### src/rtl/cpu_ctrl_pkg.sv
`default_nettype none
// ============================================================================
//  Module      : cpu_ctrl_pkg
//  Description : Shared types and constants for the CPU run controller:
//                run-state enumeration, phase bus codes and default counter
//                width.
//  Revision    : 1.0 - initial release
// ============================================================================
package cpu_ctrl_pkg;

    // Run-state of the controller.
    typedef enum logic [1:0] {
        RUN_IDLE   = 2'd0,
        RUN_ACTIVE = 2'd1,
        RUN_HALTED = 2'd2
    } run_state_t;

    // Phase bus codes: 0 is idle, 1..5 are the instruction phases.
    localparam logic [2:0] PHASE_IDLE  = 3'd0;
    localparam logic [2:0] PHASE_FIRST = 3'd1;
    localparam logic [2:0] PHASE_LAST  = 3'd5;

    // Default width of the cycle and retired-instruction counters.
    localparam int CNT_W_DEFAULT = 32;

endpackage : cpu_ctrl_pkg
`default_nettype wire

### src/rtl/exec_sync_edge.sv
`default_nettype none
// ============================================================================
//  Module      : exec_sync_edge
//  Description : Multi-flop synchroniser for an asynchronous level input,
//                followed by a rising-edge detector producing a one-cycle
//                pulse.
//  Ports       : clk       in  system clock
//                rst       in  synchronous active-high reset
//                async_in  in  asynchronous level input
//                pulse_out out one-cycle pulse on each synchronised rise
//  Revision    : 1.0 - initial release
// ============================================================================
module exec_sync_edge #(
    parameter int SYNC_STAGES = 2
) (
    input  logic clk,
    input  logic rst,
    input  logic async_in,
    output logic pulse_out
);

    logic [SYNC_STAGES-1:0] r_sync;
    logic                   r_prev;

    always_ff @(posedge clk) begin
        if (rst) begin
            r_sync <= '0;
            r_prev <= 1'b0;
        end else begin
            r_sync <= {r_sync[SYNC_STAGES-2:0], async_in};
            r_prev <= r_sync[SYNC_STAGES-1];
        end
    end

    // High for one cycle after the synchronised level goes 0 -> 1; a held
    // input therefore yields a single pulse.
    assign pulse_out = r_sync[SYNC_STAGES-1] & ~r_prev;

endmodule : exec_sync_edge
`default_nettype wire

### src/rtl/run_controller.sv
`default_nettype none
// ============================================================================
//  Module      : run_controller
//  Description : Sequences the datapath through instruction phases 1..5 and
//                owns run / pause / single-step / breakpoint / halt control,
//                plus active-cycle and retired-instruction counters.
//  Ports       : clk, rst          clock, synchronous active-high reset
//                exec              raw run/step/pause request (async level)
//                step_mode         1 = each start runs one instruction
//                hlt               halt indication from control
//                bp_en, bp_addr    breakpoint enable and PC
//                pc                current program counter
//                phase             0 = idle, 1..5 = instruction phase
//                running           phase != 0
//                halted            sticky halt status
//                bp_hit            stopped on breakpoint
//                cycle_count       cycles spent with phase != 0
//                instr_count       retired instructions
//  Revision    : 1.0 - initial release
// ============================================================================
module run_controller
    import cpu_ctrl_pkg::*;
#(
    parameter int CNT_W       = CNT_W_DEFAULT,
    parameter int SYNC_STAGES = 2
) (
    input  logic             clk,
    input  logic             rst,
    input  logic             exec,
    input  logic             step_mode,
    input  logic             hlt,
    input  logic             bp_en,
    input  logic [15:0]      bp_addr,
    input  logic [15:0]      pc,
    output logic [2:0]       phase,
    output logic             running,
    output logic             halted,
    output logic             bp_hit,
    output logic [CNT_W-1:0] cycle_count,
    output logic [CNT_W-1:0] instr_count
);

    logic             w_exec_pulse;

    run_state_t       r_state,        w_state_nxt;
    logic [2:0]       r_phase,        w_phase_nxt;
    logic             r_halted,       w_halted_nxt;
    logic             r_bp_hit,       w_bp_hit_nxt;
    logic             r_skip_bp,      w_skip_bp_nxt;
    logic             r_step_latched, w_step_latched_nxt;
    logic             r_halt_pend,    w_halt_pend_nxt;
    logic             r_pause_pend,   w_pause_pend_nxt;
    logic             r_bp_pend,      w_bp_pend_nxt;
    logic [CNT_W-1:0] r_cycle_cnt,    w_cycle_cnt_nxt;
    logic [CNT_W-1:0] r_instr_cnt,    w_instr_cnt_nxt;

    // Pending conditions including this cycle's events, so that an hlt or
    // exec pulse coinciding with the phase-5 edge still takes part in the
    // stop decision made on that edge.
    logic w_halt_now;
    logic w_pause_now;
    logic w_bp_now;

    exec_sync_edge #(
        .SYNC_STAGES (SYNC_STAGES)
    ) u_exec_sync (
        .clk       (clk),
        .rst       (rst),
        .async_in  (exec),
        .pulse_out (w_exec_pulse)
    );

    assign w_halt_now  = r_halt_pend | hlt;
    assign w_pause_now = r_pause_pend | (w_exec_pulse & ~r_step_latched);
    // The breakpoint is only compared at the phase-1 edge; the first
    // instruction after a start is exempt so a resume from a breakpoint
    // does not re-trap on the same PC.
    assign w_bp_now    = r_bp_pend |
                         ((r_phase == PHASE_FIRST) & bp_en &
                          (pc == bp_addr) & ~r_skip_bp);

    always_ff @(posedge clk) begin
        if (rst) begin
            r_state        <= RUN_IDLE;
            r_phase        <= PHASE_IDLE;
            r_halted       <= 1'b0;
            r_bp_hit       <= 1'b0;
            r_skip_bp      <= 1'b0;
            r_step_latched <= 1'b0;
            r_halt_pend    <= 1'b0;
            r_pause_pend   <= 1'b0;
            r_bp_pend      <= 1'b0;
            r_cycle_cnt    <= '0;
            r_instr_cnt    <= '0;
        end else begin
            r_state        <= w_state_nxt;
            r_phase        <= w_phase_nxt;
            r_halted       <= w_halted_nxt;
            r_bp_hit       <= w_bp_hit_nxt;
            r_skip_bp      <= w_skip_bp_nxt;
            r_step_latched <= w_step_latched_nxt;
            r_halt_pend    <= w_halt_pend_nxt;
            r_pause_pend   <= w_pause_pend_nxt;
            r_bp_pend      <= w_bp_pend_nxt;
            r_cycle_cnt    <= w_cycle_cnt_nxt;
            r_instr_cnt    <= w_instr_cnt_nxt;
        end
    end

    always_comb begin
        w_state_nxt        = r_state;
        w_phase_nxt        = r_phase;
        w_halted_nxt       = r_halted;
        w_bp_hit_nxt       = r_bp_hit;
        w_skip_bp_nxt      = r_skip_bp;
        w_step_latched_nxt = r_step_latched;
        w_halt_pend_nxt    = r_halt_pend;
        w_pause_pend_nxt   = r_pause_pend;
        w_bp_pend_nxt      = r_bp_pend;
        w_cycle_cnt_nxt    = r_cycle_cnt;
        w_instr_cnt_nxt    = r_instr_cnt;

        case (r_state)
            RUN_IDLE: begin
                if (w_exec_pulse) begin
                    w_state_nxt        = RUN_ACTIVE;
                    w_phase_nxt        = PHASE_FIRST;
                    w_bp_hit_nxt       = 1'b0;
                    w_skip_bp_nxt      = 1'b1;
                    w_step_latched_nxt = step_mode;
                end
            end

            RUN_ACTIVE: begin
                w_cycle_cnt_nxt  = r_cycle_cnt + CNT_W'(1);
                w_halt_pend_nxt  = w_halt_now;
                w_pause_pend_nxt = w_pause_now;
                w_bp_pend_nxt    = w_bp_now;
                if (r_phase == PHASE_FIRST) begin
                    w_skip_bp_nxt = 1'b0;
                end

                if (r_phase == PHASE_LAST) begin
                    w_instr_cnt_nxt  = r_instr_cnt + CNT_W'(1);
                    w_halt_pend_nxt  = 1'b0;
                    w_pause_pend_nxt = 1'b0;
                    w_bp_pend_nxt    = 1'b0;
                    if (w_halt_now) begin
                        w_state_nxt  = RUN_HALTED;
                        w_phase_nxt  = PHASE_IDLE;
                        w_halted_nxt = 1'b1;
                        if (w_bp_now) begin
                            w_bp_hit_nxt = 1'b1;
                        end
                    end else if (w_bp_now) begin
                        w_state_nxt  = RUN_IDLE;
                        w_phase_nxt  = PHASE_IDLE;
                        w_bp_hit_nxt = 1'b1;
                    end else if (w_pause_now || r_step_latched) begin
                        w_state_nxt = RUN_IDLE;
                        w_phase_nxt = PHASE_IDLE;
                    end else begin
                        w_phase_nxt = PHASE_FIRST;
                    end
                end else begin
                    w_phase_nxt = r_phase + 3'd1;
                end
            end

            RUN_HALTED: begin
                // Only reset leaves this state; everything holds.
            end

            default: begin
                w_state_nxt = RUN_IDLE;
                w_phase_nxt = PHASE_IDLE;
            end
        endcase
    end

    assign phase       = r_phase;
    assign running     = (r_phase != PHASE_IDLE);
    assign halted      = r_halted;
    assign bp_hit      = r_bp_hit;
    assign cycle_count = r_cycle_cnt;
    assign instr_count = r_instr_cnt;

endmodule : run_controller
`default_nettype wire
### config.mk
export PLATFORM = sky130hd
export DESIGN_NAME = run_controller
export DESIGN_NICKNAME = d
export VERILOG_FILES = /design/src/rtl/cpu_ctrl_pkg.sv /design/src/rtl/exec_sync_edge.sv /design/src/rtl/run_controller.sv
export SDC_FILE = /design/constraint.sdc
export NUM_CORES = 1
export LEC_CHECK = 0
export CORE_MARGIN = 2
export CORE_UTILIZATION = 40
export DETAILED_ROUTE_END_ITERATION = 12
export PLACE_DENSITY = 0.65
export SYNTH_ARGS = -nofsm -noshare
export SYNTH_HDL_FRONTEND = slang
export SYNTH_HIERARCHICAL = 1
export SYNTH_SLANG_ARGS = --single-unit
### constraint.sdc
create_clock -name clk -period 5.3 [get_ports clk]
set_clock_uncertainty 0.2 [all_clocks]
set_input_delay 1.06 -clock clk [delete_from_list [all_inputs] [get_ports clk]]
set_output_delay 1.06 -clock clk [all_outputs]
set_load 0.05 [all_outputs]
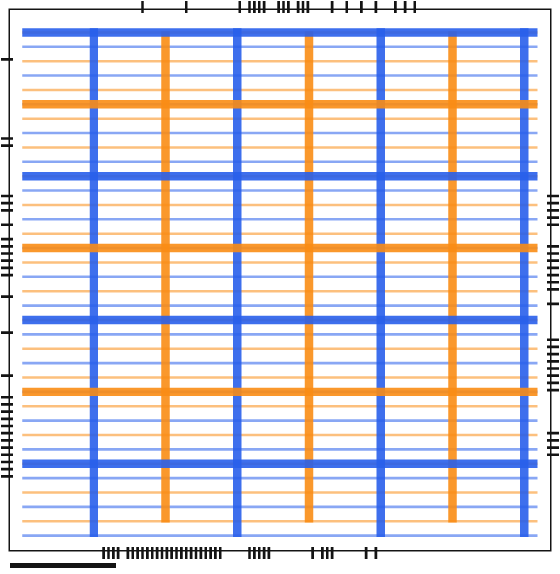
Fig. 1. PDN straps and rails (run 1).
The bar under the picture is 20 um long. Pins as bars on the die edge.
VDD -> orange
VSS -> blue
signal pins = 108
met4 straps = 7
core box area: 9280 um^2
die span in y: 102 um

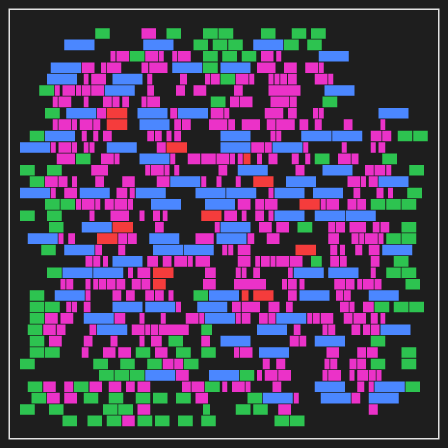
Fig. 2. Placed cells, one colour a class (run 1).
clock drivers and dummy loads -> red  # cells 14
flip-flops -> blue  # cells 79
other buffers and delay cells -> green  # cells 109
all other logic -> magenta  # cells 351
post-route cell area: 5190 um^2
fraction of area in registers: 30.5%
final core occ: 55.9%

==> reports/metrics.yaml, run 1 <==
placed_cell_area_um2: 5020
slew_headroom_pct: 55.7
signal_buffers: 109
crit_chain: "or3_1 > clkdlybuf4s50_1"
num-nets-final: 590
synth_top_cell_by_count: "dfxtp_1"
top_cells_by_area: "dfxtp_1 (41%), xnor2_1 (9.8%), nor2_1 (6.0%)"
crit_fanout: 8
cp-end-kind: "primary output"
startpoint_type: "register"
grt_max_degree: 47
io_buffers: 107
largestClassByArea: "logic gates"
worst_pin_slew_ps: 663
gp_congestion: 0.781
ys_seq_share_pct: 41.0
antenna_found_initial: 0
layout.cells.most_common: "clkdlybuf4s50_1"
maxSlewViolCount: 0
synthFlopType: "dfxtp_1"
ys_chip_area_um2: 3850
top_cells_by_count: "dfxtp_1 (79), nor2_1 (62), xnor2_1 (43)"
cpPeakStageDelay_ps: 710
seq_power_share_pct: 55.6
antennaDiodeCount: 0
swShare_pct: 23.1
finalCritPeriodShare_pct: 58.0
ys_ff: 79
nFlopsAndLatches: 79
comb_area_share_pct: 41.8
internal-power_w: 0.000833
outcome: "complete, no violations"
p_seq_w: 0.000602
grt_use_total_pct: 17.6
ant_nets: 0
leakagePower_nw: 1.75
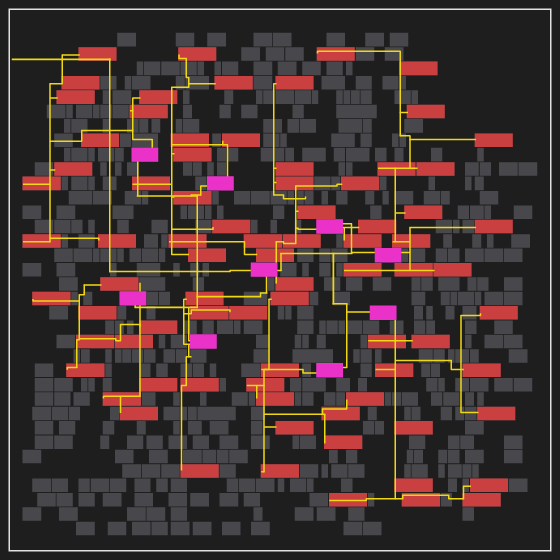
Fig. 3. Clock network drawn from the DEF (run 1).
clock wires -> yellow  # length 969 um
flip-flops -> red  # count 79
cells driving clock nets -> magenta  # count 9
flops lie = widely spread

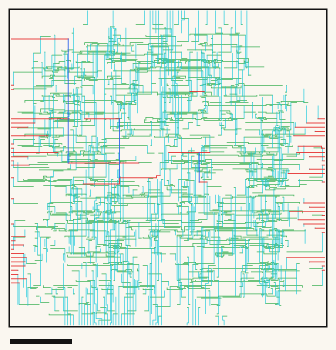
Fig. 4. Signal wires by layer (run 1).
The bar under the picture is 20 um long.
met4 -> blue  # wire length 68.7 um
met3 -> red  # wire length 347 um
met1 -> green  # wire length 4150 um
met2 -> cyan  # wire length 4160 um

==> run 1: tightest hold or removal path, cell delays in order (launching register included) <==
cell	delay, ps
dfxtp_1	320
nand2_1	50
nand2_1	40
==> run 1: metrics by stage <==
stage / utilization, % / total power, W / instances / setup slack (ps) / hold slack, ps
global placement: 54.1 / 0.000698 / 668 / 2580 / 241
CTS: 55.9 / 0.00110 / 682 / 2200 / 254
global route: 55.9 / 0.00113 / 682 / 2150 / 262
detailed placement: 54.1 / 0.000699 / 668 / 2570 / 229
floorplan: - / 0.000659 / 446 / 2810 / 214
finish: 55.9 / 0.00108 / 682 / 2230 / 253
==> run 1: cells by family after synthesis <==
| kind of cell | after synthesis | share of synthesized area [%] |
|---|---|---|
| AOI/OAI and AO/OA | 43 | 6.39 |
| xor gates and xnor gates | 58 | 13.2 |
| adders and majority gates | 2 | 0.649 |
| buffers and inverters | 23 | 2.66 |
| DFF | 79 | 41.0 |
| muxes | 2 | 0.552 |
| and+or+nand+nor | 239 | 35.5 |
==> run 1: routing by layer <==
layer / routed length [um] / GRT usage [%] / vias up / share of wire [%]
li1: - / - / 1760 / -
met1: 4150 / 23.0 / 1588 / 48
met2: 4160 / 28.8 / 63 / 48
met3: 346 / 4.31 / 6 / 4.0
met4: 68 / 5.13 / 0 / 0.78
met5: 0 / 0 / - / 0
==> run 1: final timing paths <==
path	endpoint	slack (ps)	from	cells past startpoint
setup / recovery	running	2230	phase[2]	2
setup reg to reg	instr_count[26]	2930	r_state[0]	5
hold reg to reg	bp_hit	250	bp_hit	2
hold / removal	bp_hit	250	bp_hit	2
==> run 1: registers in the layout (all words and copies together), names as in the netlist, 2 cells and up <==
name	cells
cycle_count	32
instr_count	32
phase	3
r_state	2
u_exec_sync/r_sync	2
==> run 2, diff against run 1 <==
--- a/config.mk
+++ b/config.mk
@@ -8,7 +8,7 @@
 export CORE_MARGIN = 2
 export CORE_UTILIZATION = 40
 export DETAILED_ROUTE_END_ITERATION = 12
-export PLACE_DENSITY = 0.65
+export PLACE_DENSITY = 0.67
 export SYNTH_ARGS = -nofsm -noshare
 export SYNTH_HDL_FRONTEND = slang
 export SYNTH_HIERARCHICAL = 1
==> constraint.sdc (replaced) <==
create_clock -name clk -period 2.7 [get_ports clk]
set_clock_uncertainty 0.2 [all_clocks]
set_input_delay 0.54 -clock clk [delete_from_list [all_inputs] [get_ports clk]]
set_output_delay 0.54 -clock clk [all_outputs]
set_load 0.05 [all_outputs]
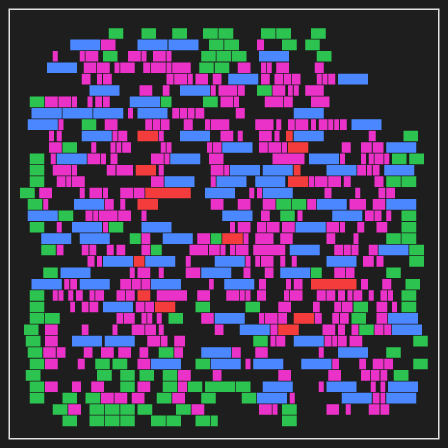
Fig. 5. Placed cells, one colour a class (run 2).
other buffers and delay cells -> green  # cells 113
all other logic -> magenta  # cells 351
flip-flops -> blue  # cells 79
clock drivers and dummy loads -> red  # cells 15
fraction of area in registers: 30.0%
Site Rows: 35

==> run 2 against run 1 <==
  * Final area rose by 1.6%
  * Count of clock-buffer cells in the layout shrank 2
  * Sequential power up 96%
  * Critical path depth stayed put
  * Combinational power rose by 100%
  * First-iteration DRC count unchanged
  * Critical path type unchanged
  * Setup slack got worse by 2100 ps
  * Synthesized cell count unchanged
  * Global-route usage rose by 0.24 points
==> reports/metrics.yaml, run 2 <==
syn_avg_cell_area_um2: 8.64
top_cells_by_count: "dfxtp_1 (79), nor2_1 (62), xnor2_1 (43)"
period_minus_slack_ps: 2580
grt_use_total_pct: 17.8  # +0.24 points
mi_logic_area_um2: 2170
cp-end-kind: "primary output"
reg2reg_from: "cycle_count[0]"
rsz0062_at_grt: "no"
grt-ovfl-total: 0
drt_pre_antenna_iters: 4
synthFlopType: "dfxtp_1"
yosys_warnings: 6
finalCritPeriodShare_pct: 95.4
hp-start: "bp_hit"
fin_setup_tns_ps: 0
fp.dieH_um: 102  # unchanged
fp.dieW_um: 102
antennaDiodeCount: 0  # unchanged
maxSlewViolCount: 0  # unchanged
drt-initial-drc-count: 80
gp_congestion: 0.786  # +0.67%
post_cts_buffers: 0
clock_area_share_pct: 3.99
nFlopsAndLatches: 79  # unchanged
layout.cells.most_common: "clkdlybuf4s50_1"
leakagePower_nw: 1.79  # +2.2%
slew_headroom_pct: 51.8  # -3.8 points
ys_ff: 79  # unchanged
ctsLongestPathBuffers: 2
grt_max_degree: 44  # -6.4%
ant_nets: 0  # unchanged
dp_worst_setup_slack_ps: 480  # -2090 ps
crit_chain: "or3_1 > clkdlybuf4s50_1"
top_cells_by_area: "dfxtp_1 (41%), xnor2_1 (9.8%), nor2_1 (6.0%)"
layout_setup_ws_ps: 124  # -2100 ps
startpoint: "phase[2]"
startpoint_type: "register"
top_cell_area_share_pct: 41.0
io_buffers: 107  # unchanged
clock_latency_ps: 350
dieArea_um2: 10400
yosys.cell_types.count: 49
nonClkBufAreaFrac_pct: 21.3
cp.required_ps: 1960
signal_buffers: 113  # +3.7%
synth-edff-count: 0
synth_top_cell_by_count: "dfxtp_1"
nNonClkInverters: 7
ys_chip_area_um2: 3850  # unchanged
min_path_type: "reg -> reg"
antenna_found_initial: 0  # unchanged
outcome: "complete, no violations"
core-area_um2: 9280  # unchanged
cpPeakStageDelay_ps: 710  # about the same
finalSetupViolations: 0
grt_pass1_vias: 3241
worst_pin_slew_ps: 722  # +59.1 ps
largestClassByArea: "logic gates"
crit_fanout: 8  # unchanged
fin_util_pct: 56.8  # +0.89 points
post-dp-hpwl_um: 6610
comb_area_share_pct: 41.2  # -0.65 points
vias: 3468
ys_seq_share_pct: 41.0  # unchanged
cts_made_buffers: 9
num-nets-final: 594  # +0.68%
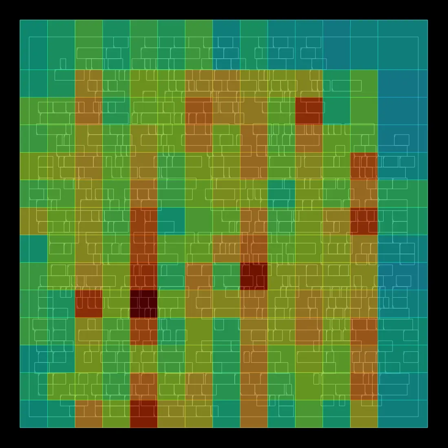
Fig. 6. Routing congestion (run 2).
routing usage on met2: 29.1%
grt met3 use: 3.97%
met1 Resource Use GR: 23.1%
wire per inst: 13.0 um
busiest grt layer: met2

## run 2: cell count changes in the layout (fill, tap and decap cells not counted)
cell,previous run,this run
buf_12,0,1
buf_4,2,5
bufinv_16,0,2
clkbuf_8,11,9
clkinv_4,0,1
clkinvlp_4,0,1
inv_6,1,0
## run 2: metrics by stage
step	instances	hold WS (ps)	power, W	cell area, um^2
4_1_cts	687	254	0.00233	5270
3_3_place_gp	672	237	0.00138	5060
5_1_grt	687	275	0.00240	5270
6_report	687	252	0.00230	5270
2_1_floorplan	446	214	0.00129	3850
3_5_place_dp	672	223	0.00138	5060
## run 2: layer usage
| layer | GRT usage (%) | wire, um |
|---|---|---|
| met1 | 23.1 | 4240 |
| met2 | 29.1 | 4160 |
| met3 | 3.97 | 424 |
| met4 | 6.67 | 116 |
| met5 | 0 | 0 |
## run 2: path summary, 6_finish.rpt
path	endpoint	slack (ps)	cells after the start
setup reg to reg	cycle_count[28]	480	6
setup / recovery	running	120	2
hold / removal	bp_hit	250	2
hold reg to reg	bp_hit	250	2
## run 2: logic make-up (layout without fill, tap and decap cells)
family	after synthesis	in the layout	synth area share, %
and+or+nand+nor	239	239	35.5
DFF	79	79	41.0
xor gates and xnor gates	58	58	13.2
AOI/OAI and AO/OA	43	43	6.39
buffers and inverters	23	135	2.66
adders and majority gates	2	2	0.649
muxes	2	2	0.552
## run 2: worst max-delay path: cells and delay by family (launching register included)
family	cells	cell delay, ps
DFF	1	390
buffers and inverters	1	710
and+or+nand+nor	1	390
## run 2: power by group
group | internal (W) | switching (W)
registers | 0.00117 | 0.00000871
logic | 0.0000925 | 0.0000757
clock network | 0.000514 | 0.000439
==> run 3, diff against run 2 <==
--- a/config.mk
+++ b/config.mk
@@ -8,7 +8,7 @@
 export CORE_MARGIN = 2
 export CORE_UTILIZATION = 40
 export DETAILED_ROUTE_END_ITERATION = 12
-export PLACE_DENSITY = 0.67
+export PLACE_DENSITY_LB_ADDON = 0.2
 export SYNTH_ARGS = -nofsm -noshare
 export SYNTH_HDL_FRONTEND = slang
 export SYNTH_HIERARCHICAL = 1
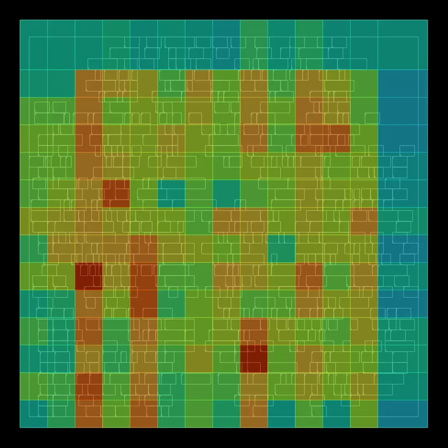
Fig. 7. Routing congestion (run 3).
met1 Resource Use GR: 22.7%
wire per inst: 13.0 um
final core occ: 57.4%
total track usage: 18.0%
routing usage on met2: 29.2%

==> run 3 against run 2 <==
  * Global-route usage rose by 0.21 points
  * Highest routed layer unchanged
  * Non-clock buffer count rose by 1
  * Utilization rose by 0.59 points
  * Critical path depth did not move
  * Total power rose by 5.1%
  * Final cell count rose by 0.29%
  * Wire length rose by 0.35%
  * Sequential share of layout area fell by 0.31 points
  * Sequential power barely moved
  * First-iteration DRC count rose by 25%
  * Critical path type unchanged
  * Sequential cell count did not move
==> reports/metrics.yaml, run 3 <==
outcome: "complete, no violations"
fin_setup_tns_ps: 0  # unchanged
grt_max_degree: 51  # +16%
top_cells_by_count: "dfxtp_1 (79), nor2_1 (62), xnor2_1 (43)"
grt_pass1_vias: 3219  # -0.68%
maxSlewViolCount: 0  # unchanged
layout.cells.most_common: "clkdlybuf4s50_1"
lay_top_cells: "clkdlybuf4s50_1 (106), dfxtp_1 (79), nor2_1 (62)"
grt_pass1_wl_um: 15100
fp.dieW_um: 102  # unchanged
min_path_type: "reg -> reg"
rsz0062_at_grt: "no"
final_cell_count_no_fill: 689  # +0.29%
worst_pin_slew_ps: 866  # +144 ps
drt_pre_antenna_iters: 4  # unchanged
fin_area_um2: 5330  # +1.0%
r2r_cells: 6  # unchanged
fp.dieH_um: 102  # unchanged
htreeDepth: 3
rrSetupSlack_ps: 420  # -60 ps
grt-ovfl-total: 0  # unchanged
ant_nets: 0  # unchanged
drt-initial-drc-count: 100  # +25%
leakagePower_nw: 1.82  # +1.5%
layout_setup_ws_ps: 131  # +7.33 ps
io_pins: 108
holdPathStages: 1  # -1
startpoint_type: "register"
synth_top_cell_by_count: "dfxtp_1"
top_cells_by_area: "dfxtp_1 (41%), xnor2_1 (9.8%), nor2_1 (6.0%)"
slew_headroom_pct: 42.2  # -9.6 points
cts_made_buffers: 9  # unchanged
route.met3.wl_um: 445  # +5.0%
post-dp-hpwl_um: 6590  # -0.26%
top_layer: "met4"
post_cts_buffers: 0  # unchanged
power.total_w: 0.00242  # +5.1%
ctsLongestPathBuffers: 2  # unchanged
syn_avg_cell_area_um2: 8.64  # unchanged
cp.required_ps: 1960  # about the same
dieArea_um2: 10400  # unchanged
vias: 3477  # +0.26%
synthFlopType: "dfxtp_1"
routedLengthMet1_um: 4200  # -1.1%
yosys_warnings: 6  # unchanged
r2r-end: "cycle_count[26]"
clock_latency_ps: 340  # about the same
place_inst: 673  # +0.15%
syn_nets: 486
cp-end-kind: "primary output"
row_count: 35  # unchanged
holdWs_ps: 251  # -1.39 ps
ys_seq_share_pct: 41.0  # unchanged
mi_logic_area_um2: 2170  # unchanged
antennaDiodeCount: 0  # unchanged
cts.sinks: 79
gp_congestion: 0.772  # -1.8%
fillers: 862
top_cell_area_share_pct: 41.0  # unchanged
period_minus_slack_ps: 2570  # -7.33 ps
crit_fanout: 8  # unchanged
hp-start: "u_exec_sync/r_sync[0]"
fmax_mhz: 389
reg2reg_from: "cycle_count[0]"
finalSetupViolations: 0  # unchanged
antenna_found_initial: 0  # unchanged
fp_util_pct: 41.5
finalCritPeriodShare_pct: 95.1  # -0.27 points
ys_ff: 79  # unchanged
core-area_um2: 9280  # unchanged
min_to: "u_exec_sync/r_sync[1]"
cts_root_buf: "clkbuf_8"
dr_wl_met2_um: 4210  # +1.2%
areaGrowthSynthToFinish_pct: 38.2
placed_cell_area_um2: 5080  # +0.40%
synth-edff-count: 0  # unchanged
num-nets-final: 595  # +0.17%
ys_chip_area_um2: 3850  # unchanged
io_buffers: 107  # unchanged
dp_worst_setup_slack_ps: 433  # -46.2 ps
drive_gt1_share_pct: 8.57
warnings: 26
hold_viol: 0
yosys.cell_types.count: 49  # unchanged
synth-async-reset-ratio_pct: 0
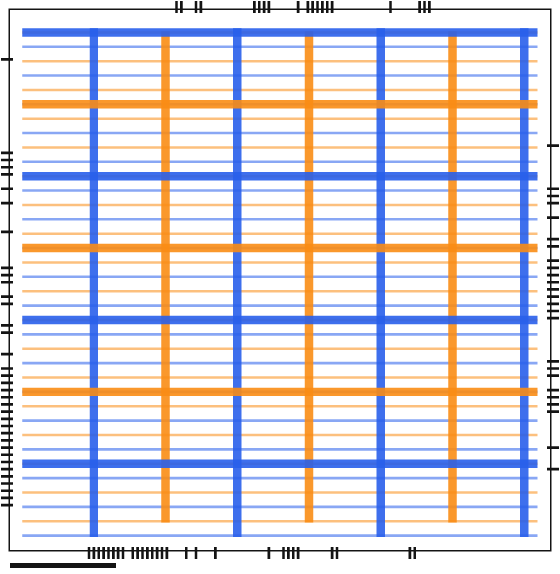
Fig. 8. PDN straps and rails (run 3).
The bar under the picture is 20 um long. Pins as bars on the die edge.
VDD -> orange
VSS -> blue
rows = 35
met4 straps = 7
met1 rails = 36

[run 3: cell counts after synthesis]
No cell type changed its count.
[run 3: report_power, final]
group | total (W) | switching, W | leakage, nW | internal, W
sequential | 0.00118 | 0.00000926 | 0.637 | 0.00117
combinational | 0.000171 | 0.0000762 | 1.06 | 0.0000946
clock | 0.00107 | 0.000431 | 0.122 | 0.000636
total | 0.00242 | 0.000516 | 1.82 | 0.00190
[run 3: cell families after synthesis]
group | Yosys count | share of synthesized area (%)
flip-flops | 79 | 41.0
AND/OR/NAND/NOR | 239 | 35.5
buffers and inverters | 23 | 2.66
AND-OR/OR-AND | 43 | 6.39
multiplexers | 2 | 0.552
XOR/XNOR | 58 | 13.2
adder cells (fa/ha/maj) | 2 | 0.649
[run 3: per-layer routing]
layer | global-route usage (%) | up-vias
li1 | - | 1770
met1 | 22.7 | 1617
met2 | 29.2 | 80
met3 | 5.68 | 10
met4 | 6.36 | 0
met5 | 0 | -
[run 3: worst max-delay path by stage]
stage / startpoint / to / depth (start not counted)
after floorplan: cycle_count[0] / cycle_count[26] / 7
after global placement: phase[2] / running / 2
after detailed placement: cycle_count[0] / cycle_count[26] / 6
after CTS: phase[2] / running / 2
after global routing: phase[2] / running / 2
final: phase[2] / running / 2
[run 3: critical path: stages (launching register included)]
cell and delay, ps:
dfxtp_1 400, or3_1 390, clkdlybuf4s50_1 700
[run 3: area by class of cell]
| cell class | instances | share of cell area (%) |
|---|---|---|
| Clock buffer | 10 | 2.58 |
| Clock inverter | 6 | 2.02 |
| Inverter | 7 | 0.493 |
| Multi-Input combinational cell | 344 | 40.7 |
| Sequential cell | 79 | 29.7 |
| Tap cell | 129 | 3.03 |
| Timing Repair Buffer | 114 | 21.5 |
Power is estimated from default activity; no workload was simulated.
